### config.mk
export PLATFORM = sky130hd
export DESIGN_NAME = mem_arbiter
export DESIGN_NICKNAME = d
export VERILOG_FILES = /design/src/rtl/cpu_types_pkg.sv /design/src/rtl/mem_arbiter_pick.sv /design/src/rtl/mem_arbiter.sv
export SDC_FILE = /design/constraint.sdc
export NUM_CORES = 1
export LEC_CHECK = 0
export CAP_MARGIN = 30
export CORE_AREA = 2 2 104 106
export DETAILED_ROUTE_END_ITERATION = 16
export DIE_AREA = 0 0 106 108
export REMOVE_ABC_BUFFERS = 1
export SLEW_MARGIN = 5
export SYNTH_ARGS = -nofsm -noshare
export SYNTH_HDL_FRONTEND = slang
export SYNTH_SLANG_ARGS = --single-unit
### constraint.sdc
create_clock -name CLK -period 1.6 [get_ports CLK]
set_clock_uncertainty 0.1 [all_clocks]
set_input_delay 0.16 -clock CLK [delete_from_list [all_inputs] [get_ports CLK]]
set_output_delay 0.16 -clock CLK [all_outputs]
set_load 0.01 [all_outputs]
### src/rtl/cpu_types_pkg.sv
// cpu_types_pkg: shared word, RAM-state and memory-arbiter state types.
package cpu_types_pkg;
  typedef logic [31:0] word_t;
  typedef enum logic [1:0] {FREE, BUSY, ACCESS, ERROR} ramstate_t;
  typedef enum logic [1:0] {IDLE, IGNT, DGNT} memarb_state_t;
endpackage

### src/rtl/mem_arbiter_pick.sv
// mem_arbiter_pick: combinational grant selection between fetch and data sources.
module mem_arbiter_pick
  import cpu_types_pkg::*;
(
  input  logic          iren,
  input  logic          dreq,
  input  logic          last_d,
  input  memarb_state_t state,
  output logic          grant_i,
  output logic          grant_d
);
  // Data wins ties unless it completed last, so fetches never starve.
  always_comb begin
    grant_d = (state == DGNT) ? dreq : (state == IDLE) ? dreq & ~(iren & last_d) : 1'b0;
    grant_i = (state == IGNT) ? iren : (state == IDLE) ? iren & ~grant_d : 1'b0;
  end
endmodule

### src/rtl/mem_arbiter.sv
// mem_arbiter: multiplexes icache and dcache requests onto one RAM port.
// Optional grant watchdog with sticky arb_err enabled by MEMARB_TIMEOUT_EN.
module mem_arbiter
  import cpu_types_pkg::*;
#(
  parameter int TIMEOUT = 64,
  parameter int CNT_W   = 7
) (
  input  logic      CLK,
  input  logic      nRST,
  input  logic      iREN,
  input  word_t     iaddr,
  output logic      iwait,
  output word_t     iload,
  input  logic      dREN,
  input  logic      dWEN,
  input  word_t     daddr,
  input  word_t     dstore,
  output logic      dwait,
  output word_t     dload,
  output logic      ramREN,
  output logic      ramWEN,
  output word_t     ramaddr,
  output word_t     ramstore,
  input  word_t     ramload,
  input  ramstate_t ramstate,
  output logic      arb_err
);
  memarb_state_t state, state_n;
  logic last_d, last_d_n, grant_i, grant_d, gi, gd, acc, tmo, dreq;

  if (2**CNT_W <= TIMEOUT) begin : g_cnt_w_chk
    $error("CNT_W too narrow for TIMEOUT");
  end

  assign dreq  = dREN | dWEN;
  assign iload = ramload;
  assign dload = ramload;

  mem_arbiter_pick u_pick (
    .iren    (iREN),
    .dreq    (dreq),
    .last_d  (last_d),
    .state   (state),
    .grant_i (grant_i),
    .grant_d (grant_d)
  );

`ifdef MEMARB_TIMEOUT_EN
  logic [CNT_W-1:0] cnt;
  assign tmo = (state != IDLE) && (cnt == CNT_W'(TIMEOUT));
  // The arbitration cycle in IDLE counts as the first waiting cycle.
  always_ff @(posedge CLK or negedge nRST) begin
    if (!nRST) begin
      cnt     <= '0;
      arb_err <= 1'b0;
    end else begin
      cnt     <= (state == IDLE) ? CNT_W'(1) : cnt + 1'b1;
      arb_err <= arb_err | tmo;
    end
  end
`else
  assign tmo     = 1'b0;
  assign arb_err = 1'b0;
`endif

  always_ff @(posedge CLK or negedge nRST) begin
    if (!nRST) begin
      state  <= IDLE;
      last_d <= 1'b0;
    end else begin
      state  <= state_n;
      last_d <= last_d_n;
    end
  end

  // Grants are masked during reset so nothing reaches the RAM.
  always_comb begin
    gi       = grant_i & nRST & ~tmo;
    gd       = grant_d & nRST & ~tmo;
    acc      = ramstate == ACCESS;
    ramREN   = gi | (gd & ~dWEN);
    ramWEN   = gd & dWEN;
    ramaddr  = gd ? daddr : gi ? iaddr : '0;
    ramstore = gd ? dstore : '0;
    iwait    = ~(gi & acc);
    dwait    = ~(gd & acc);
    state_n  = IDLE;
    last_d_n = last_d;
    if (gi | gd) begin
      if (acc) last_d_n = gd;
      else     state_n  = gd ? DGNT : IGNT;
    end
  end
endmodule

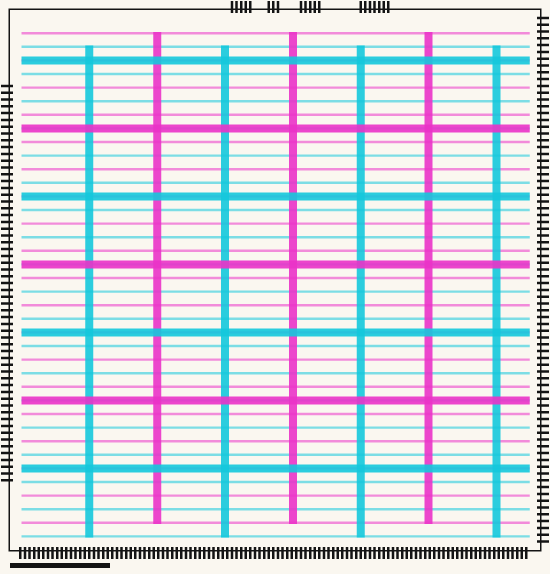
**Above:** floorplan with the power grid.
The bar under the picture is 20 µm long. Pins as bars on the die edge.
- VDD: magenta
- VSS: cyan
- met5 straps: 7
- met4 straps: 7
- signal pins: 268
- rows: 37
- met1 rails: 38
Die H: 108 µm
area of the core: 10230 µm²
VDD IR max: 0.2238 mV
die width: 106 µm

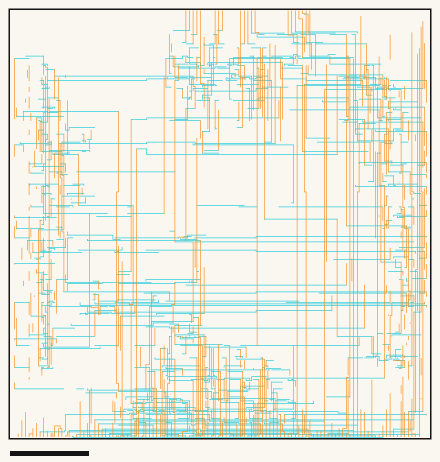
**Above:** wiring by layer.
The bar under the picture is 20 µm long. Two of the layers only.
- M1: cyan (wire length 4260 µm)
- M2: orange (wire length 5050 µm)
overall routing resource usage: 19.30%
DR WL/cell: 23.79 µm

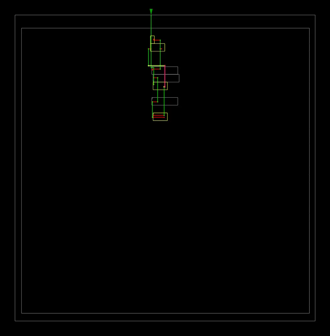
**Above:** clock routing.
clk latency late pin: 0.22 ns
clock sinks: 3
final-layout clock buffer total: 4

==> Changelog: implementation <==
## Implementation

* RR Startpoint: state[1]$_DFF_PN0_
* Num CTS Buffers at 3
* Power Clock at about 0.22 mW
* Avg Vias per Cell at 4.262
* Synth Area per Inst at about 6.8 µm²
* Final setup fails at 68
* Slew Viols, Final at 0
* Hold WS at 0.04851 ns
* Synth area leader: buf_4
* HPWL after detailed placement at 9028 µm
* Switch Pwr at around 0.57 mW
* Synth Cell Area at 1569 µm²
* Fin worst setup slack at -0.3314 ns
* FP Rows at 37
* Register share of total power at 5.8%
* Clk root buf: clkbuf_8
* Vias in the first global route at 2179
* Startpoint types: register
* Place WS at -0.7947 ns
* Post-CTS sizing at 349
* Initial Utilization at 15.34%
* Gpl congestion at 0.7841
* Synth top cells by count: buf_4, nand2_1, and3_1, mux2i_1, clkbuf_1
* Synth Seq Share at under 10%
* R2R cell count at 7
* Drt drc at 0
* Met3 GRT Util at about 14%
* Top logic family: buffers and inverters
* # Post-CTS Setup Buffers at 6
* Failing checks: negative setup slack
* Max-cap violations at 0
* Synth cell types at 20
* Largest register FFs at 2
* Pwr top: combinational logic
* Tcrit/Tclk final at 120.7%
* CTS Hold Bufs at 0
* Regs by FF count: state: 2 flops, last_d: 1 flops
* Via count at a little over 2000
* Chip area in the Yosys report at between 1500 and 2000 µm²
* Comb pwr share at about four fifths
* Dpl cells at between 400 and 500
* Net Sw Frac at a little over a third
* Yosys Warn Count at 0
* Most crowded layer after global routing: met2
* Final Non-Filler Cells at a little under 500
* Worst EP arrival at 1.67 ns
* Met3 WL at between 2000 and 2500 µm
* Uppermost layer routed: met5
* Power in sequential cells at 0.0962 mW
* Clk buf depth at 2
* Post-synth area hogs: buf_4, mux2i_1, nand2_1, and3_1, dfrtp_1
* Adder-Cell Fraction of Synth Area at 0%
* Post-synthesis cell count at 231
* Setup crit end kind: primary output
* CTS tree: done
* Area delta synth->final at 113.2%
* Biggest register: state
* Combinational power at ~1.3 mW
* Final Util at roughly a third
* Final Hold Fails at 0
* DP Area at approximately 3000 µm²
* Routed met2 length at slightly above 5000 µm
* Antenna-violating nets left at 0
* Drt initial violations at roughly 80
* Synth Register Bits at 3
* Outcome: complete, but fails checks
* Met2 Use GR at about a third
* CP Launch Point: state[0]$_DFF_PN0_
* Number of diodes at 0
* First-pass GRT wire length at about 16000 µm
* Fmax at between 0.5 and 0.6 GHz
* Pwr/cell area at around 490 nW/µm²
* Port bufs at 170
* Post-synth ARST share at 100.0%
* Final wirelength at approximately 12000 µm
* Total iterations of the first detailed-routing run at 6
* GR Overflow Total at 0
* Crit Path Max Fanout at 5
* FF-to-FF End: state[1]$_DFF_PN0_
* CP Data Required Time at 1.34 ns
* Max H-tree Level at 1
* Share of cells above drive strength 1 at about two fifths
* Pin count of the biggest net entering global routing at 32
* Die Size at between 10000 and 15000 µm²
* Yosys Instances at around 230
* Post-Synth AOI/OAI Area at under 10%
* Area share of the largest cell type after synthesis at roughly 33%
* LEAKAGE at approximately 1.6 nW
* Capture point of the critical path: ramaddr[18]
* Post-Synth Simple-Gate Area at roughly 33%
-- cell type report --
cell class	instances	area, µm²
repair buffers	197	1991
multi-input cells	145	1065
fillers	1064	6885
flip-flops and latches	3	75.07
clock buffers	4	45.04
well taps	136	170.2
-- placed cells by master, fill, tap and decap left out, types with 2 or more instances in the layout --
master / count
and3_1: 7
nor2b_1: 2
nand3b_1: 2
clkbuf_8: 3
and3_4: 26
and3b_1: 2
buf_2: 39
buf_16: 6
dfrtp_1: 3
buf_12: 9
mux2i_1: 30
buf_6: 33
clkdlybuf4s50_1: 98
buf_4: 9
nand2_1: 65
dlygate4sd2_1: 2
-- critical path: stages (launching register included) --
cell	delay, ns
dfrtp_1	0.35
o21bai_4	0.18
a21oi_4	0.17
buf_12	0.14
buf_12	0.13
buf_16	0.12
mux2i_2	0.19
buf_2	0.16
Power is estimated from default activity; no workload was simulated.
